**Run 1: cell outlines without signal wires**

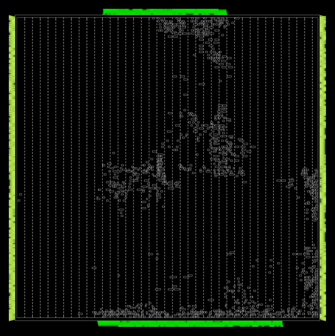
**Run 1: I/O nets highlighted**

(1 px per um)
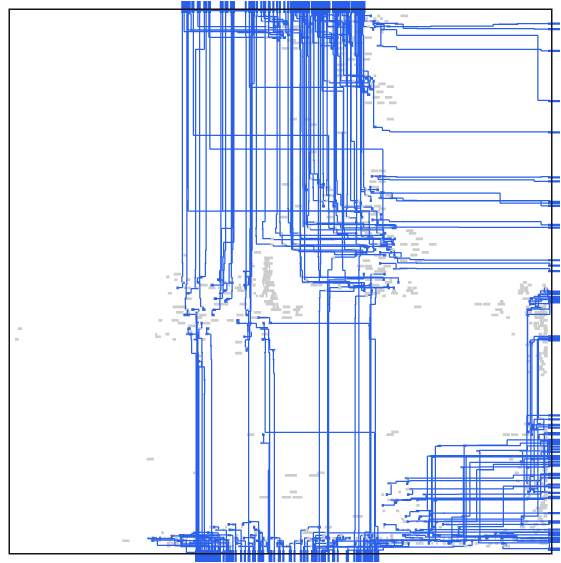
**Run 1: routed metal, one colour a layer**

(1 px per um) Only two layers are drawn.
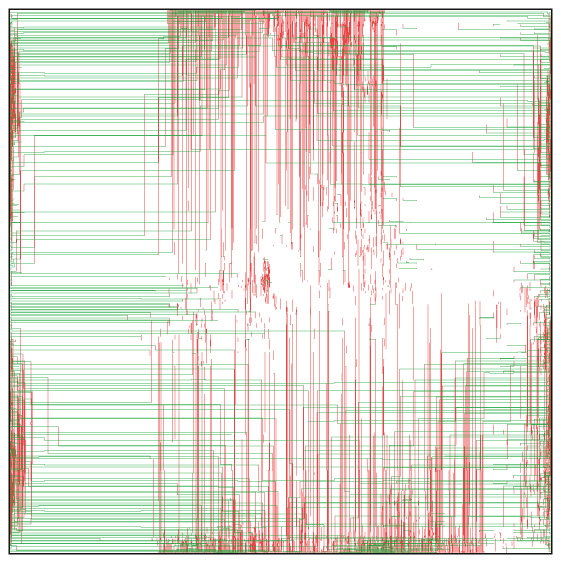
**Run 1: pin placement**

Pins as bars across the die edge, other pins in grey.
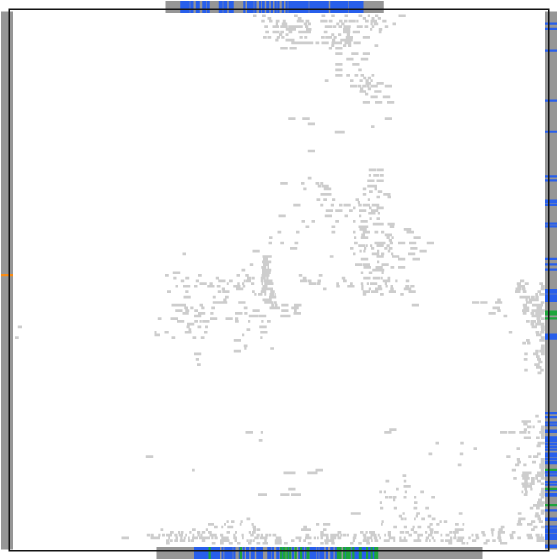
`src/rtl/mem_arbiter_pkg.sv`:
```
// Shared types for the L1 D/I-cache memory-port arbiter.
// Holds the grant-state encoding and the default bus widths.
package mem_arbiter_types;

  typedef enum logic [1:0] {
    IDLE    = 2'd0,
    GRANT_D = 2'd1,
    GRANT_I = 2'd2
  } state_e;

  localparam int ADDR_W_DEF = 32;
  localparam int LINE_W_DEF = 256;

endpackage

```
`src/rtl/mem_arbiter_chk.sv`:
```
// Simulation checker: a D-cache read and write asserted together is illegal
// (the arbiter resolves it as a write).
module mem_arbiter_chk (
  input logic clk,
  input logic rst,
  input logic d_read,
  input logic d_write
);

  d_rw_exclusive_a: assert property (@(posedge clk) disable iff (rst) !(d_read && d_write))
    else $warning("mem_arbiter: d_read and d_write asserted together, write takes the port");

endmodule

```
`src/rtl/mem_arbiter_fsm.sv`:
```
// Grant state machine for the shared memory port: fixed D-over-I priority
// with a saturating starvation counter that forces an I grant.
module mem_arbiter_fsm
  import mem_arbiter_types::*;
#(
  parameter int STARVE_LIMIT = 4
) (
  input  logic clk,
  input  logic rst,
  input  logic d_read,
  input  logic d_write,
  input  logic i_read,
  input  logic pmem_resp,
  output logic grant_d,
  output logic grant_i
);

  localparam int CNT_W = $clog2(STARVE_LIMIT + 1);
  localparam logic [CNT_W-1:0] LIMIT_C = CNT_W'(STARVE_LIMIT);

  state_e           state_r;
  state_e           state_s;
  logic [CNT_W-1:0] starve_cnt_r;
  logic [CNT_W-1:0] starve_cnt_s;
  logic             d_pend_s;
  logic             i_turn_s;

  assign d_pend_s = d_read | d_write;
  // I has waited through STARVE_LIMIT D grants and now takes precedence.
  assign i_turn_s = i_read & (starve_cnt_r == LIMIT_C);

  // State and starvation-counter registers.
  always_ff @(posedge clk or posedge rst) begin
    if (rst) begin
      state_r      <= IDLE;
      starve_cnt_r <= {CNT_W{1'b0}};
    end else begin
      state_r      <= state_s;
      starve_cnt_r <= starve_cnt_s;
    end
  end

  // Next-state and next-counter logic.
  always_comb begin
    state_s      = state_r;
    starve_cnt_s = starve_cnt_r;
    case (state_r)
      IDLE: begin
        if (d_pend_s && !i_turn_s) begin
          state_s = GRANT_D;
          if (i_read) begin
            if (starve_cnt_r != LIMIT_C) begin
              starve_cnt_s = starve_cnt_r + CNT_W'(1);
            end else begin
              starve_cnt_s = starve_cnt_r;
            end
          end else begin
            starve_cnt_s = {CNT_W{1'b0}};
          end
        end else if (i_read) begin
          state_s      = GRANT_I;
          starve_cnt_s = {CNT_W{1'b0}};
        end else begin
          state_s = IDLE;
        end
      end
      // A grant ends on completion or when the owner withdraws; never preempted.
      GRANT_D: begin
        if (pmem_resp || !d_pend_s) begin
          state_s = IDLE;
        end else begin
          state_s = GRANT_D;
        end
      end
      GRANT_I: begin
        if (pmem_resp || !i_read) begin
          state_s = IDLE;
        end else begin
          state_s = GRANT_I;
        end
      end
      default: begin
        state_s      = IDLE;
        starve_cnt_s = {CNT_W{1'b0}};
      end
    endcase
  end

  // One-hot grant decode.
  always_comb begin
    grant_d = 1'b0;
    grant_i = 1'b0;
    case (state_r)
      GRANT_D: grant_d = 1'b1;
      GRANT_I: grant_i = 1'b1;
      default: begin
        grant_d = 1'b0;
        grant_i = 1'b0;
      end
    endcase
  end

endmodule

```
`src/rtl/mem_arbiter.sv`:
```
// Shares one physical-memory port between the L1 D-cache and I-cache:
// grant FSM plus address/data steering and response routing.
module mem_arbiter
  import mem_arbiter_types::*;
#(
  parameter int ADDR_W       = ADDR_W_DEF,
  parameter int LINE_W       = LINE_W_DEF,
  parameter int STARVE_LIMIT = 4
) (
  input  logic              clk,
  input  logic              rst,
  input  logic              d_read,
  input  logic              d_write,
  input  logic [ADDR_W-1:0] d_address,
  input  logic [LINE_W-1:0] d_wdata,
  output logic              d_resp,
  output logic [LINE_W-1:0] d_rdata,
  input  logic              i_read,
  input  logic [ADDR_W-1:0] i_address,
  output logic              i_resp,
  output logic [LINE_W-1:0] i_rdata,
  output logic              pmem_read,
  output logic              pmem_write,
  output logic [ADDR_W-1:0] pmem_address,
  output logic [LINE_W-1:0] pmem_wdata,
  input  logic              pmem_resp,
  input  logic [LINE_W-1:0] pmem_rdata
);

  logic grant_d_s;
  logic grant_i_s;

  mem_arbiter_fsm #(
    .STARVE_LIMIT(STARVE_LIMIT)
  ) u_fsm (
    .clk      (clk),
    .rst      (rst),
    .d_read   (d_read),
    .d_write  (d_write),
    .i_read   (i_read),
    .pmem_resp(pmem_resp),
    .grant_d  (grant_d_s),
    .grant_i  (grant_i_s)
  );

  mem_arbiter_chk u_chk (
    .clk    (clk),
    .rst    (rst),
    .d_read (d_read),
    .d_write(d_write)
  );

  // Strobes follow the owner's request directly so an abort drops them at once.
  always_comb begin
    pmem_read  = (grant_d_s & d_read & ~d_write) | (grant_i_s & i_read);
    pmem_write = grant_d_s & d_write;
    if (grant_d_s) begin
      pmem_address = d_address;
      pmem_wdata   = d_wdata;
    end else begin
      pmem_address = i_address;
      pmem_wdata   = {LINE_W{1'b0}};
    end
  end

  // Read data is broadcast; only the per-requester resp qualifies it.
  always_comb begin
    d_resp  = grant_d_s & pmem_resp;
    i_resp  = grant_i_s & pmem_resp;
    d_rdata = pmem_rdata;
    i_rdata = pmem_rdata;
  end

endmodule

```
`config.mk`:
```
export PLATFORM = sky130hd
export DESIGN_NAME = mem_arbiter
export DESIGN_NICKNAME = d
export VERILOG_FILES = /design/src/rtl/mem_arbiter_pkg.sv /design/src/rtl/mem_arbiter_chk.sv /design/src/rtl/mem_arbiter_fsm.sv /design/src/rtl/mem_arbiter.sv
export SDC_FILE = /design/constraint.sdc
export NUM_CORES = 1
export LEC_CHECK = 0
export CORE_AREA = 3 3 538 540
export DETAILED_ROUTE_END_ITERATION = 8
export DIE_AREA = 0 0 541 543
export GPL_TIMING_DRIVEN = 1
export PLACE_DENSITY = 0.3
export SLEW_MARGIN = 5
export SYNTH_ARGS = -nofsm -noshare
export SYNTH_HDL_FRONTEND = slang
export SYNTH_SLANG_ARGS = --single-unit
```
`constraint.sdc`:
```
create_clock -name clk -period 2 [get_ports clk]
set_input_delay 0.2 -clock clk [delete_from_list [all_inputs] [get_ports clk]]
set_output_delay 0.2 -clock clk [all_outputs]
set_load 0.01 [all_outputs]
```
==> Slide: Implementation Results, run 1 <==
Flow Results at a Glance

Setup path
  • CP peak stage delay: roughly 0.36 ns
  • Reg2reg end: u_fsm.starve_cnt_r[2]
  • CP Launch Type: register
  • Critical-path top delay cell: dfrtp_1
  • Kind of end point of the critical path: output port
  • Worst reg2reg path depth: 7
  • Worst endpoint required time: roughly 1.8 ns
  • Worst setup path startpoint: u_fsm.state_r[1]
  • Critical Path Most Common Cell: buf_12
  • Crit-path max FO: 6
  • R2r startpoint: u_fsm.state_r[1]
  • Critical Path End: pmem_address[25]
  • Critical path type: reg2out
  • Crit path DAT: 1.91 ns
  • Setup slack, reg-to-reg: about 0.35 ns
  • CP Cell Sequence: inv_2 > ha_4 > buf_12 > buf_12 > buf_12 > buf_12 > buf_6 > mux2_4 > buf_6

Cells and area
  • Fraction of area in multi-input gates: 15.94%
  • Multi-In Gates: around 320
  • Non-clock buffer count: around 690
  • ClkCell Share: 0.4838%
  • Layout area overhead: 155.5%
  • Non-Filler Instances: 4809
  • Top cell excl fill/tap: clkdlybuf4s50_1
  • Flop area: 125.1 um^2
  • Top cell class by occupied area: buffers
  • Share of post-route cells with drive strength above 1: 45.41%
  • CLK BUF: 4
  • Fill count: approximately 34000
  • Comb. cell area: about 0.0026 mm^2
  • Nets: roughly 1600
  • Fin util: roughly 5.7%
  • Non-clk buf share: 53.38%
  • # diodes: 23
  • Most frequent cells in the layout: clkdlybuf4s50_1 (325), buf_12 (169), and2_1 (154)
  • Fin area: ~0.016 mm^2
  • Non-clock inverters: 8

Die
  • Core area: 0.2850 mm^2
  • Die Size: a little under 0.3 mm^2
  • Initial Util: 2.238%
  • Row cnt: about 200

Final timing
  • Final Cycle Share: 105.5%
  • Worst relative slew slack: around 77%
  • Hold Fails Final Rpt: 0
  • Actual slew at the worst max-slew pin: 0.3454 ns
  • RSZ-0062 raised after global routing: true
  • Crit path time final: 2.110 ns
  • Hold slack: 0.2971 ns
  • Pins Over Slew Limit: 0
  • Setup WS post-layout: -0.1101 ns
  • Max Freq: between 0.4 and 0.5 GHz
  • Setup violators final: 32
  • Clock Skew: between 0.0007 and 0.0008 ns

Clocking
  • Setup Buffers After CTS: 24
  • Clk sinks: 5
  • Longest Clk Path Bufs: 2
  • Clock Pin Slew Worst Setup and Hold Paths: approximately 0.03 ns
  • Hold buffers post-CTS: 0
  • H-tree depth: 1
  • Cts bufs inserted: 3
  • Post-CTS resize count: slightly below 500
  • Clk_lat worst skew: ~0.23 ns
  • CTS tree: done
  • CTS root buffer: clkbuf_16

Synth
  • Synth top area share: 60.51%
  • Sequential element share of the synthesized area: around 2.0%
  • Ys flops: 5
  • Synth unique cells: 29
  • Syn Area/Cell: between 7 and 8 um^2
  • Commonest flop: dfrtp_1
  • Post-synth EDFFs: 0
  • Synth Net Count: 1464
  • Cell total in the yosys stat output: 876
  • Mapped Cells: roughly 880
  • YS warnings: 0
  • Synth cell count leaders: buf_4 (514), and2_1 (259), mux2_2 (28)
  • Synthesized area: 0.006377 mm^2
  • Cell type with the largest total area: buf_4
  • Async S/R FF share, synth: 100.0%
  • Most numerous cell in the Yosys netlist: buf_4
  • Area contributors post-synth: buf_4 (61%), and2_1 (25%), mux2_2 (4.9%)
  • Yosys stat area: around 0.0064 mm^2

Pwr
  • Sw Pwr: 7.718 mW
  • Comb power frac: slightly below 100%
  • Largest Pwr Group: combinational cells
  • Sequential power: between 0.15 and 0.2 mW
  • Clk pwr: about 0.33 mW
  • Sequential power share: less than 1%
  • Pwr/cell area: 1037 mW/mm^2
  • Cell leakage power: between 5 and 6 nW
  • Net Sw Frac: around 46%
  • Power, Total: roughly 17 mW
  • Cell internal pwr: approximately 9.2 mW
  • Logic power comb: between 15 and 20 mW
  • Max IR drop VDD: 0.0004287 V
  • Clk network pwr share: roughly 2%

Global route
  • GRT Max-Usage Layer: met3
  • Number of global-route vias before repair: slightly below 7000
  • Antenna violations before repair: 141
  • Met2 Track Usage GR: approximately 17%
  • Met3 usage: 18.91%
  • Grt met1 use: ~8.2%
  • Remaining global-route overflow: 0
  • Total GRT Usage: between 10% and 20%
  • Largest net degree at the start of global routing: 33
  • First-pass GRT wire length: between 200000 and 250000 um

Route
  • DRT met1 WL: between 40000 and 50000 um
  • Drt total wl: approximately 190000 um
  • DR WL met3: between 60000 and 70000 um
  • Vias per inst: 1.465
  • DRT iter0 DRCs: around 270
  • DRT antenna net count: 0
  • Vias post-DR: between 7000 and 8000
  • Top routing layer in use: met5
  • DRC viols: 0
  • WL met2: around 74000 um
  • DR WL/cell: 38.93 um
  • DRT Pass-1 Iters: 4

Run status
  • Violated checks: setup timing
  • Status: finished, violations left

Job
  • Count of tool warnings: 32
  • Max_cap viols: 0

Placement
  • Gpl congestion: just over 0.9
  • Dpl cell area: ~0.015 mm^2
  • Placed insts: approximately 4700
  • Hpwl dp: 177800 um

Min path
  • Worst Hold Class: in2async
Back to the opening pictures, 'cell outlines without signal wires':
sequential cell area share: 0.7680%
Flops: 5
tap cells: 3762

Back to the opening pictures, 'I/O nets highlighted':
colour	port	bits	direction	edge	end cells	buffers	wire
blue	d_wdata	256	input	103 top, 86 bottom, 67 right	256	256	36.5 mm
port bufs: 617
IO Count: 1386

Back to the opening pictures, 'routed metal, one colour a layer':
colour	layer	wire length
red	M2	74.5 mm
green	M3	63.1 mm

Back to the opening pictures, 'pin placement':
colour	port	pins	direction	edge
green	d_address	32	input	25 bottom, 7 right
blue	d_wdata	256	input	103 top, 86 bottom, 67 right
orange	d_write	1	input	left
DIE WIDTH: 541 um
Die Y: 543 um

## run 1: cells by family after synthesis
logic type | synth area share, %
buf+inv | 63.23
flops | 1.962
fa+ha+maj | 1.177
mux | 5.807
compound gates | 1.020
simple gates | 26.80
## run 1: through the flow
stage,TNS (ns),setup WS [ns]
after floorplan,0,0.5161
after global placement,-5.343,-0.1785
after detailed placement,-4.030,-0.1638
after CTS,-1.620,-0.1818
after global routing,-3.618,-0.1477
final,-0.7950,-0.1101
## run 1: critical path: cells and delay by family (launching register included)
| family | cells | cell delay [ns] |
|---|---|---|
| DFF | 1 | 0.36 |
| buffers and inverters | 7 | 0.83 |
| muxes | 1 | 0.29 |
| adders and majority gates | 1 | 0.18 |
## run 1: state kept, by name (all words and copies together), names as in the netlist
signal,count
u_fsm.starve_cnt_r,3
u_fsm.state_r,2
==> run 1 -> run 2 <==
--- a/config.mk
+++ b/config.mk
@@ -10,6 +10,7 @@
 export DIE_AREA = 0 0 541 543
 export GPL_TIMING_DRIVEN = 1
 export PLACE_DENSITY = 0.3
+export SETUP_SLACK_MARGIN = 0.02
 export SLEW_MARGIN = 5
 export SYNTH_ARGS = -nofsm -noshare
 export SYNTH_HDL_FRONTEND = slang
**Run 2: pin placement**

Pins as bars across the die edge, other pins in grey.
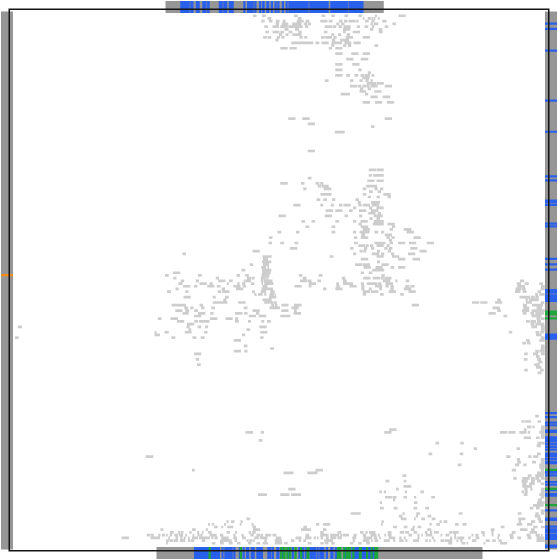
colour	port	pins	direction	edge
orange	d_write	1	input	left
blue	d_wdata	256	input	103 top, 86 bottom, 67 right
green	d_address	32	input	25 bottom, 7 right

**Run 2: routed metal, one colour a layer**

(1 px per um) Only two layers are drawn.
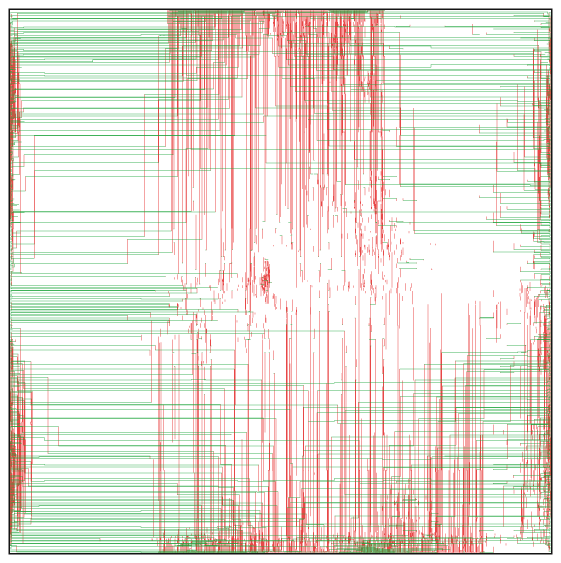
colour	layer	wire length
red	M2	74.7 mm
green	M3	63.5 mm

==> run 2 against run 1 <==
Against the previous run:
- the flow still finishes with violations (setup timing)
- clock skew is essentially flat
- critical path depth is the same
- power grew 3.6%
- combinational power grew 4%
- sequential cell count is the same
- cell count grew 0.10%
- clock-buffer cell count is the same
- synthesized area is the same
- design area grew 1.2%
- first-iteration DRC count shrank 4.1%
- worst hold slack gained 0.00093 ns
- register-to-register slack gained 0.02 ns
==> Slide: Implementation Results, run 2 <==
Flow Results at a Glance

Clocking
  • Hold buffers post-CTS: 0 (unchanged)
  • H-tree depth: 1 (unchanged)
  • Post-CTS resize count: 561 (+16%)
  • Clk_lat worst skew: 0.23 ns (about the same)
  • CTS tree: done
  • Cts bufs inserted: 3 (unchanged)
  • Clock Pin Slew Worst Setup and Hold Paths: 0.03 ns (about the same)
  • Setup Buffers After CTS: 24 (unchanged)
  • Clk sinks: 5 (unchanged)
  • CTS root buffer: clkbuf_16

Global route
  • Met3 usage: 18.94% (+0.030 points)
  • Number of global-route vias before repair: 6985 (+0.30%)
  • Remaining global-route overflow: 0 (unchanged)
  • GRT Max-Usage Layer: met3
  • Total GRT Usage: 12.12% (about the same)
  • Grt met1 use: 8.151% (-0.018 points)
  • Met2 Track Usage GR: 17.43% (about the same)
  • Antenna violations before repair: 141 (unchanged)
  • First-pass GRT wire length: 204100 um (about the same)
  • Largest net degree at the start of global routing: 23 (-30%)

Setup path
  • Critical path type: reg2out
  • CP Cell Sequence: inv_2 > ha_4 > buf_12 > buf_12 > buf_12 > buf_12 > buf_6 > mux2_4 > buf_6
  • Crit path DAT: 1.91 ns (about the same)
  • Kind of end point of the critical path: output port
  • Worst endpoint required time: 1.80 ns (about the same)
  • Critical-path top delay cell: dfrtp_1
  • Buf+Inv Stages, Crit Path: 7 (unchanged)
  • Delay-heaviest family, CP: buffers and inverters
  • CP Launch Type: register
  • Critical Path Most Common Cell: buf_12
  • Crit-path max FO: 6 (unchanged)
  • CP peak stage delay: 0.36 ns (about the same)

Route
  • DRT antenna net count: 0 (unchanged)
  • Top routing layer in use: met5
  • WL met2: 74710 um (+0.32%)
  • Vias per inst: 1.466 (about the same)
  • Vias post-DR: 7059 (+0.17%)
  • DR WL met3: 63450 um (+0.56%)
  • DRT met1 WL: 42860 um (-0.79%)
  • DRC viols: 0 (unchanged)
  • DRT Pass-1 Iters: 4 (unchanged)
  • DR WL/cell: 38.98 um (+0.13%)
  • DRT iter0 DRCs: 260 (-4.1%)
  • Drt total wl: 187600 um (+0.24%)

Synth
  • YS warnings: 0 (unchanged)
  • Yosys stat area: 0.006377 mm^2 (unchanged)
  • Syn Area/Cell: 7.280 um^2 (unchanged)
  • Synth cell count leaders: buf_4 (514), and2_1 (259), mux2_2 (28)
  • Mapped Cells: 876 (unchanged)
  • Cell total in the yosys stat output: 876 (unchanged)
  • Ys flops: 5 (unchanged)
  • Post-synthesis adder-cell area fraction: 1.177% (unchanged)
  • Synth unique cells: 29 (unchanged)
  • Most numerous cell in the Yosys netlist: buf_4
  • Cell type with the largest total area: buf_4
  • Yosys simple share: 26.80% (unchanged)
  • Async S/R FF share, synth: 100.0% (unchanged)
  • Synthesized area: 0.006377 mm^2 (unchanged)
  • Main kind of combinational logic by area: buffers and inverters
  • Commonest flop: dfrtp_1
  • Mux share: 5.807% (unchanged)
  • Post-synth EDFFs: 0 (unchanged)
  • Synth Net Count: 1464 (unchanged)
  • Area contributors post-synth: buf_4 (61%), and2_1 (25%), mux2_2 (4.9%)
  • Ao+oa area frac: 1.020% (unchanged)
  • Synth top area share: 60.51% (unchanged)
  • Xor/xnor share: 0% (unchanged)
  • Sequential element share of the synthesized area: 1.962% (unchanged)

Cells and area
  • Fraction of area in multi-input gates: 16.43% (+0.49 points)
  • # diodes: 21 (-8.7%)
  • Most frequent cells in the layout: clkdlybuf4s50_1 (325), buf_12 (170), and2_4 (149)
  • Sequential cell area share: 0.7589% (-0.0091 points)
  • Fin util: 5.786% (+0.068 points)
  • Number of flip-flops in the largest register: 3 (unchanged)
  • Flop area: 125.1 um^2 (unchanged)
  • Share of post-route cells with drive strength above 1: 52.18% (+6.8 points)
  • Biggest register: u_fsm.starve_cnt_r
  • Largest regs: u_fsm.starve_cnt_r x3, u_fsm.state_r x2
  • Fin area: 0.01649 mm^2 (+1.2%)
  • Top cell class by occupied area: buffers
  • ClkCell Share: 0.4781% (-0.0057 points)
  • Non-clk buf share: 53.28% (-0.093 points)
  • Layout area overhead: 158.5%
  • Nets: 1620 (+0.43%)
  • Non-Filler Instances: 4814 (+0.10%)
  • Non-clock inverters: 8 (unchanged)
  • CLK BUF: 4 (unchanged)
  • Non-clock buffer count: 695 (+1.0%)
  • Multi-In Gates: 319 (unchanged)
  • Comb. cell area: 0.002709 mm^2 (+4.3%)
  • Fill count: 33540 (-0.051%)
  • Flops: 5 (unchanged)

Die
  • Die Size: 0.2938 mm^2 (unchanged)
  • Die Y: 543 um (unchanged)
  • Tap cells: 3762 (unchanged)
  • Row cnt: 196 (unchanged)
  • DIE WIDTH: 541 um (unchanged)
  • IO Count: 1386 (unchanged)
  • Initial Util: 2.238% (unchanged)

Placement
  • Port bufs: 617 (unchanged)
  • Dpl cell area: 0.01492 mm^2 (unchanged)
  • Hpwl dp: 177800 um (unchanged)
  • Placed insts: 4732 (unchanged)
  • Gpl congestion: 0.9167 (unchanged)
  • Post-Place Setup Slack: -0.1638 ns (unchanged)

Pwr
  • Clk network pwr share: 1.9% (about the same)
  • Power, Total: 17.51 mW (+3.6%)
  • Sequential power: about 0.15 mW
  • Cell leakage power: 5.398 nW (+1.2%)
  • Pwr/cell area: 1062 mW/mm^2 (+2.4%)
  • Sequential power share: 0.9% (about the same)
  • Clk pwr: 0.330 mW (about the same)
  • Logic power comb: 17.0 mW (+4%)
  • Sw Pwr: 7.911 mW (+2.5%)
  • Max IR drop VDD: 0.0004313 V (+0.59%)
  • Cell internal pwr: 9.600 mW (+4.6%)
  • Largest Pwr Group: combinational cells
  • Net Sw Frac: 45.18% (-0.50 points)

Final timing
  • Setup violators final: 31 (-3.1%)
  • Setup TNS: -0.7306 ns (+0.06449 ns)
  • Pins Over Slew Limit: 0 (unchanged)
  • Final Cycle Share: 105.3% (-0.22 points)
  • Crit path time final: 2.106 ns (-0.004332 ns)
  • Actual slew at the worst max-slew pin: 0.3177 ns (-0.02767 ns)
  • Clock Skew: 0.0006911 ns (-0.00009312 ns)
  • Worst relative slew slack: 78.90% (+1.8 points)
  • Hold slack: 0.2980 ns (+0.0009270 ns)
  • Hold Fails Final Rpt: 0 (unchanged)
  • Max Freq: 0.4749 GHz (+0.21%)
  • Setup WS post-layout: -0.1058 ns (+0.004332 ns)
  • RSZ-0062 raised after global routing: true

Job
  • Count of tool warnings: 32 (unchanged)
  • Max_cap viols: 0 (unchanged)

Min path
  • Worst Hold Class: in2async

Run status
  • Violated checks: setup timing
  • Status: finished, violations left
-- run 2: path summary, 6_finish.rpt --
| kind | start | end | slack [ns] | depth (start not counted) |
|---|---|---|---|---|
| hold reg to reg | u_fsm.starve_cnt_r[1] | u_fsm.starve_cnt_r[1] | 0.57 | 2 |
| setup reg to reg | u_fsm.state_r[1] | u_fsm.starve_cnt_r[2] | 0.37 | 7 |
| setup / recovery | u_fsm.state_r[1] | pmem_address[25] | -0.11 | 9 |
| hold / removal | rst | u_fsm.starve_cnt_r[2] | 0.30 | 2 |
| min in group clk | pmem_rdata[24] | d_rdata[24] | 0.40 | 0 |
| max in group asynchronous | rst | u_fsm.starve_cnt_r[1] | 1.53 | 2 |
No activity file was given, so power comes from the tool's default toggle rates.
